### src/rtl/exec_if.sv
// Strobe/bus bundle between the front-end panel (master) and the execution back end (slave).
interface exec_if;
    logic [15:0] instruction;
    logic        Execute_St;
    logic        Overflow_St;
    logic        Reg_Store;
    logic [3:0]  dbg_sel;
    logic [3:0]  result;
    logic        Overflow;
    logic        illegal;
    logic        proto_err;
    logic        busy;
    logic [3:0]  dbg_data;

    modport master (
        output instruction, Execute_St, Overflow_St, Reg_Store, dbg_sel,
        input  result, Overflow, illegal, proto_err, busy, dbg_data
    );

    modport slave (
        input  instruction, Execute_St, Overflow_St, Reg_Store, dbg_sel,
        output result, Overflow, illegal, proto_err, busy, dbg_data
    );
endinterface

### src/rtl/exec_unit.sv
// Execution back end: latches an instruction on Execute_St, publishes overflow on
// Overflow_St and commits the result to the register file on Reg_Store.
module exec_unit (
    input  logic   clk,
    input  logic   rst_n,
    exec_if.slave  bus
);
    localparam int unsigned NREG = 16;
    localparam int unsigned W    = 4;
    localparam int unsigned OPW  = 4;
    localparam int unsigned RW   = $clog2(NREG);

    localparam logic [OPW-1:0] OP_ADD  = 4'h0;
    localparam logic [OPW-1:0] OP_SUB  = 4'h1;
    localparam logic [OPW-1:0] OP_AND  = 4'h2;
    localparam logic [OPW-1:0] OP_OR   = 4'h3;
    localparam logic [OPW-1:0] OP_XOR  = 4'h4;
    localparam logic [OPW-1:0] OP_NOT  = 4'h5;
    localparam logic [OPW-1:0] OP_SHL  = 4'h6;
    localparam logic [OPW-1:0] OP_SHR  = 4'h7;
    localparam logic [OPW-1:0] OP_LDI  = 4'h8;
    localparam logic [OPW-1:0] OP_ADDI = 4'h9;
    localparam logic [OPW-1:0] OP_MOV  = 4'hA;
    localparam logic [OPW-1:0] OP_RSV  = 4'hC;

    typedef enum logic [1:0] {
        S_IDLE     = 2'd0,
        S_COMPUTED = 2'd1,
        S_CHECKED  = 2'd2
    } state_e;

    state_e         state_q;
    logic [W-1:0]   regs_q [NREG];
    logic [W-1:0]   result_q;
    logic           ovf_pend_q;
    logic           overflow_q;
    logic           illegal_q;
    logic           proto_err_q;
    logic           busy_q;
    logic [RW-1:0]  rd_q;
    logic           wr_en_q;

    logic [OPW-1:0] op_c;
    logic [RW-1:0]  rd_c;
    logic [RW-1:0]  ra_c;
    logic [W-1:0]   imm_c;
    logic [W-1:0]   a_c;
    logic [W-1:0]   b_c;
    logic [W-1:0]   res_c;
    logic           ovf_c;
    logic           writes_c;

    assign op_c     = bus.instruction[15:12];
    assign rd_c     = bus.instruction[11:8];
    assign ra_c     = bus.instruction[7:4];
    assign imm_c    = bus.instruction[3:0];
    assign a_c      = regs_q[ra_c];
    assign b_c      = regs_q[imm_c];
    assign writes_c = (op_c <= OP_MOV);

    // ALU; NOP and reserved opcodes leave the displayed result untouched.
    always_comb begin
        res_c = result_q;
        ovf_c = 1'b0;
        case (op_c)
            OP_ADD: begin
                res_c = W'(a_c + b_c);
                ovf_c = (a_c[W-1] == b_c[W-1]) && (res_c[W-1] != a_c[W-1]);
            end
            OP_SUB: begin
                res_c = W'(a_c - b_c);
                ovf_c = (a_c[W-1] != b_c[W-1]) && (res_c[W-1] != a_c[W-1]);
            end
            OP_AND:  res_c = a_c & b_c;
            OP_OR:   res_c = a_c | b_c;
            OP_XOR:  res_c = a_c ^ b_c;
            OP_NOT:  res_c = ~a_c;
            OP_SHL:  res_c = W'(a_c << imm_c[1:0]);
            OP_SHR:  res_c = W'(a_c >> imm_c[1:0]);
            OP_LDI:  res_c = imm_c;
            OP_ADDI: begin
                res_c = W'(a_c + imm_c);
                ovf_c = (a_c[W-1] == imm_c[W-1]) && (res_c[W-1] != a_c[W-1]);
            end
            OP_MOV:  res_c = a_c;
            default: res_c = result_q;
        endcase
    end

    // Strobe sequencer; Execute_St > Overflow_St > Reg_Store, losers ignored silently.
    always_ff @(posedge clk) begin
        if (!rst_n) begin
            state_q     <= S_IDLE;
            regs_q      <= '{default: '0};
            result_q    <= '0;
            ovf_pend_q  <= 1'b0;
            overflow_q  <= 1'b0;
            illegal_q   <= 1'b0;
            proto_err_q <= 1'b0;
            busy_q      <= 1'b0;
            rd_q        <= '0;
            wr_en_q     <= 1'b0;
        end else if (bus.Execute_St) begin
            state_q    <= S_COMPUTED;
            busy_q     <= 1'b1;
            result_q   <= res_c;
            ovf_pend_q <= ovf_c;
            overflow_q <= 1'b0;
            illegal_q  <= (op_c >= OP_RSV);
            rd_q       <= rd_c;
            wr_en_q    <= writes_c;
        end else if (bus.Overflow_St) begin
            if (state_q == S_COMPUTED) begin
                state_q    <= S_CHECKED;
                overflow_q <= ovf_pend_q;
            end else begin
                proto_err_q <= 1'b1;
            end
        end else if (bus.Reg_Store) begin
            if (state_q == S_CHECKED) begin
                state_q <= S_IDLE;
                busy_q  <= 1'b0;
                if (wr_en_q) begin
                    regs_q[rd_q] <= result_q;
                end
            end else begin
                proto_err_q <= 1'b1;
            end
        end
    end

    assign bus.result    = result_q;
    assign bus.Overflow  = overflow_q;
    assign bus.illegal   = illegal_q;
    assign bus.proto_err = proto_err_q;
    assign bus.busy      = busy_q;
    assign bus.dbg_data  = regs_q[bus.dbg_sel];
endmodule

### src/flat_wrapper.sv
// flat-port wrapper written by rule: the top's interface ports become plain ports
module exec_unit_flat 
  (clk, rst_n, bus_instruction, bus_Execute_St, bus_Overflow_St, bus_Reg_Store, bus_dbg_sel, bus_result, bus_Overflow, bus_illegal, bus_proto_err, bus_busy, bus_dbg_data);
  exec_if bus_i ();
  input  logic clk;
  input  logic rst_n;
  input wire logic [$bits(bus_i.instruction)-1:0] bus_instruction;
  input wire logic [$bits(bus_i.Execute_St)-1:0] bus_Execute_St;
  input wire logic [$bits(bus_i.Overflow_St)-1:0] bus_Overflow_St;
  input wire logic [$bits(bus_i.Reg_Store)-1:0] bus_Reg_Store;
  input wire logic [$bits(bus_i.dbg_sel)-1:0] bus_dbg_sel;
  output wire logic [$bits(bus_i.result)-1:0] bus_result;
  output wire logic [$bits(bus_i.Overflow)-1:0] bus_Overflow;
  output wire logic [$bits(bus_i.illegal)-1:0] bus_illegal;
  output wire logic [$bits(bus_i.proto_err)-1:0] bus_proto_err;
  output wire logic [$bits(bus_i.busy)-1:0] bus_busy;
  output wire logic [$bits(bus_i.dbg_data)-1:0] bus_dbg_data;
  assign bus_i.instruction = bus_instruction;
  assign bus_i.Execute_St = bus_Execute_St;
  assign bus_i.Overflow_St = bus_Overflow_St;
  assign bus_i.Reg_Store = bus_Reg_Store;
  assign bus_i.dbg_sel = bus_dbg_sel;
  assign bus_result = bus_i.result;
  assign bus_Overflow = bus_i.Overflow;
  assign bus_illegal = bus_i.illegal;
  assign bus_proto_err = bus_i.proto_err;
  assign bus_busy = bus_i.busy;
  assign bus_dbg_data = bus_i.dbg_data;
  exec_unit u_core (.clk(clk), .rst_n(rst_n), .bus(bus_i));
endmodule
### config.mk
export PLATFORM = sky130hd
export DESIGN_NAME = exec_unit_flat
export DESIGN_NICKNAME = d
export VERILOG_FILES = /design/src/rtl/exec_if.sv /design/src/rtl/exec_unit.sv /design/src/flat_wrapper.sv
export SDC_FILE = /design/constraint.sdc
export NUM_CORES = 1
export LEC_CHECK = 0
export ABC_CLOCK_PERIOD_IN_PS = 4200
export CORE_MARGIN = 2
export CORE_UTILIZATION = 50
export CTS_CLUSTER_DIAMETER = 60
export DETAILED_ROUTE_END_ITERATION = 6
export PLACE_DENSITY = 0.76
export SYNTH_ARGS = -nofsm -noshare
export SYNTH_HDL_FRONTEND = slang
export SYNTH_SLANG_ARGS = --single-unit
### constraint.sdc
create_clock -name clk -period 4.2 [get_ports clk]
set_clock_uncertainty 0.15 [all_clocks]
set_input_delay 0.42 -clock clk [delete_from_list [all_inputs] [get_ports clk]]
set_output_delay 0.42 -clock clk [all_outputs]
set_load 0.02 [all_outputs]
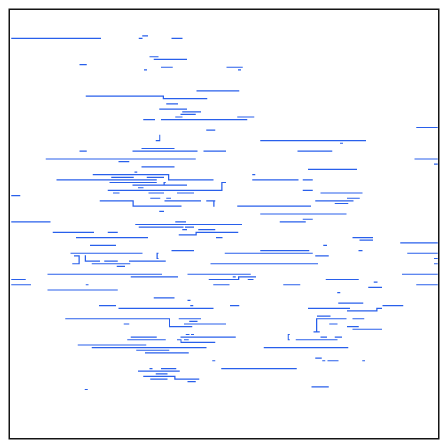
(M3 wires)
- share of all routed wire: 7.8%
- wire length on this layer: 1,320 µm
- main direction: horizontal

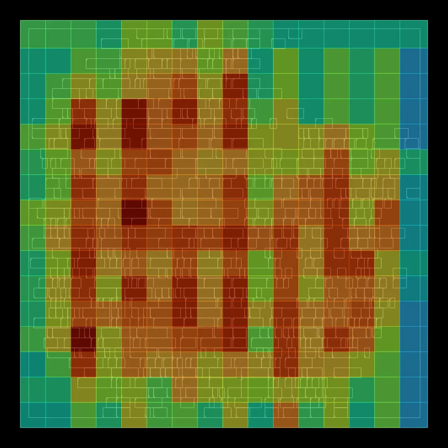
(track usage over the die)
average wire per standard cell: 21.3 µm
busiest grt layer: met2
met2 global-route usage: 44.0%
met3 GRT Util: 4.32%
grt met1 use: 36.8%

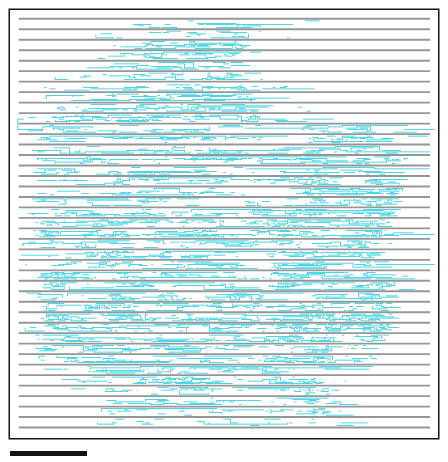
(the metal 1 layer)
Scale bar: 20 µm. Supply wires on this layer in gray.
- wire length on this layer: 6,820 µm
- nets with wire on the layer: 648

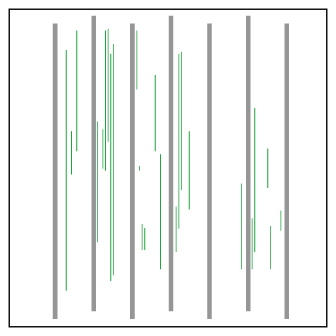
(met4 routing)
Supply wires on this layer in gray.
- share of all routed wire: 5.0%
- nets with wire on the layer: 23
- main direction: vertical
- longest straight run: 84.3 µm
- wire length on this layer: 836 µm

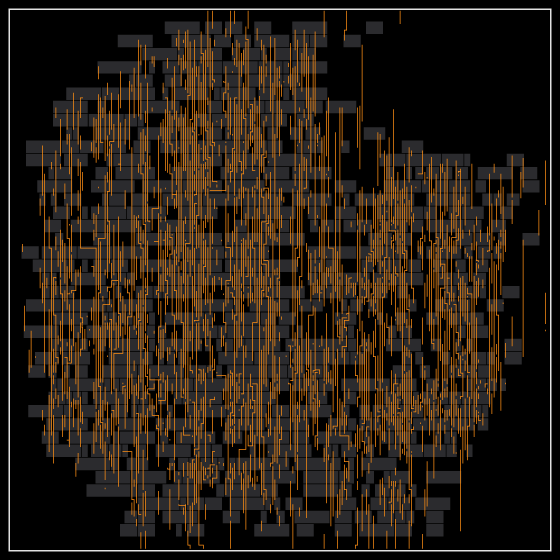
(signal wires on met2)
Cells faint in the background.
- longest straight run: 76.5 µm
- wire length on this layer: 7,870 µm
- nets with wire on the layer: 577

## sequential cells by signal, summed over array words and instances (netlist names)
name and count:
u_core.regs_q 64, u_core.bus.result 4, u_core.rd_q 4, u_core.state_q 2, u_core.bus.Overflow 1, u_core.bus.busy 1
u_core.bus.illegal 1, u_core.bus.proto_err 1, u_core.ovf_pend_q 1, u_core.wr_en_q 1
## Yosys cell counts, types with 4 or more instances
cell type,instances
nand3b_1,4
nand3_1,16
clkbuf_1,36
mux2i_1,59
nor4_1,7
mux4_2,48
nor3_1,7
nor2b_1,11
ha_1,15
a21o_1,7
a31oi_1,4
a22oi_1,5
dfxtp_1,80
nand2b_1,10
o221ai_1,4
inv_1,16
o21ai_0,33
nand2_1,52
and3_1,4
a21oi_1,39
buf_2,10
nor2_1,68
buf_1,4
mux2_2,4
o22ai_1,4
## metrics by stage
step	cell area (µm²)	std cells	worst slack, ns	setup TNS [ns]
after global routing	6630	790	0.0920	0
final	6630	790	0.296	0
after global placement	6340	774	0.0301	0
after CTS	6630	790	0.302	0
after floorplan	5730	614	0.174	0
after detailed placement	6340	774	-0.0527	-0.0527
## cell families after synthesis
logic type | Yosys count
AND/OR/NAND/NOR | 200
AND-OR/OR-AND | 129
multiplexers | 112
flip-flops | 80
buffers and inverters | 70
adder cells (fa/ha/maj) | 18
XOR/XNOR | 5
## routing by layer
layer / track usage (%) / part of all wire, %
met5: 0 / 0
met4: 15.8 / 5.0
met3: 4.32 / 7.8
met2: 44.0 / 47
met1: 36.8 / 40
## critical path, cell delays in order
cell and delay (ns):
clkdlybuf4s50_1 0.51, buf_12 0.17, mux4_2 0.49, mux4_2 0.51
ha_1 0.24, fa_1 0.49, a21o_1 0.12, a221oi_1 0.08
or4_1 0.52, nor4_1 0.30, o211ai_1 0.12
## final cells by class
type	count	area [µm²]
Sequential cell	80	1600
Clock inverter	5	38.8
Multi-Input combinational cell	464	3840
Tap cell	143	179
Clock buffer	11	253
Fill cell	957	4690
Inverter	17	63.8
Timing Repair Buffer	70	653
## worst min path at each step
stage | to | slack, ns | depth (start not counted)
2_1_floorplan | u_core.regs_q[63] | 0.30 | 2
3_3_place_gp | u_core.bus.proto_err | 0.29 | 2
3_5_place_dp | u_core.bus.proto_err | 0.30 | 2
4_1_cts | u_core.bus.illegal | 0.32 | 2
5_1_grt | u_core.bus.proto_err | 0.38 | 2
6_report | u_core.bus.proto_err | 0.32 | 2
## power breakdown
group / switching [mW] / internal [mW] / total (mW)
sequential: 0.0196 / 0.767 / 0.787
combinational: 0.150 / 0.120 / 0.270
clock: 0.327 / 0.436 / 0.762
total: 0.496 / 1.32 / 1.82
==> results_slide.txt <==
Key Metrics from the Run

Logic synthesis
  • Most area-hungry cell type in the Yosys netlist: dfxtp_1
  • Seq cells post-synth: about 80
  • Seq share, synth: between 20% and 30%
  • Dominant register cell: dfxtp_1
  • Asr flop ratio synth: 0%

Floorplan
  • Initial Util: about 51%
  • Die footprint: 12,300 µm²
  • Core footprint: between 10,000 and 15,000 µm²
  • Row count: 39

Detailed routing
  • Via count: between 5,000 and 6,000
  • Via density: 6.58

Clock network
  • Resized Gates After CTS: 0
  • H-Tree Depth: 3
  • Cts bufs inserted: 9
  • Clock Tree Buf Depth: 2

Min path
  • Worst Min Path Start: u_core.bus.proto_err

Layout
  • NumNets Final: between 600 and 700

Placed design
  • GP Congestion: about 0.95

Worst setup path
  • R2R depth: 9
  • RR Endpoint: u_core.bus.result[1]

Global route
  • First-pass GRT wire length: roughly 27,000 µm

Status
  • Status: finished, final reports clean

STA
  • Cycle use final: a little over 90%
  • Actual slew at the worst max-slew pin: 0.870 ns

Power and ir drop
  • P_leak: 2.62 nW
Power is estimated from default activity; no workload was simulated.
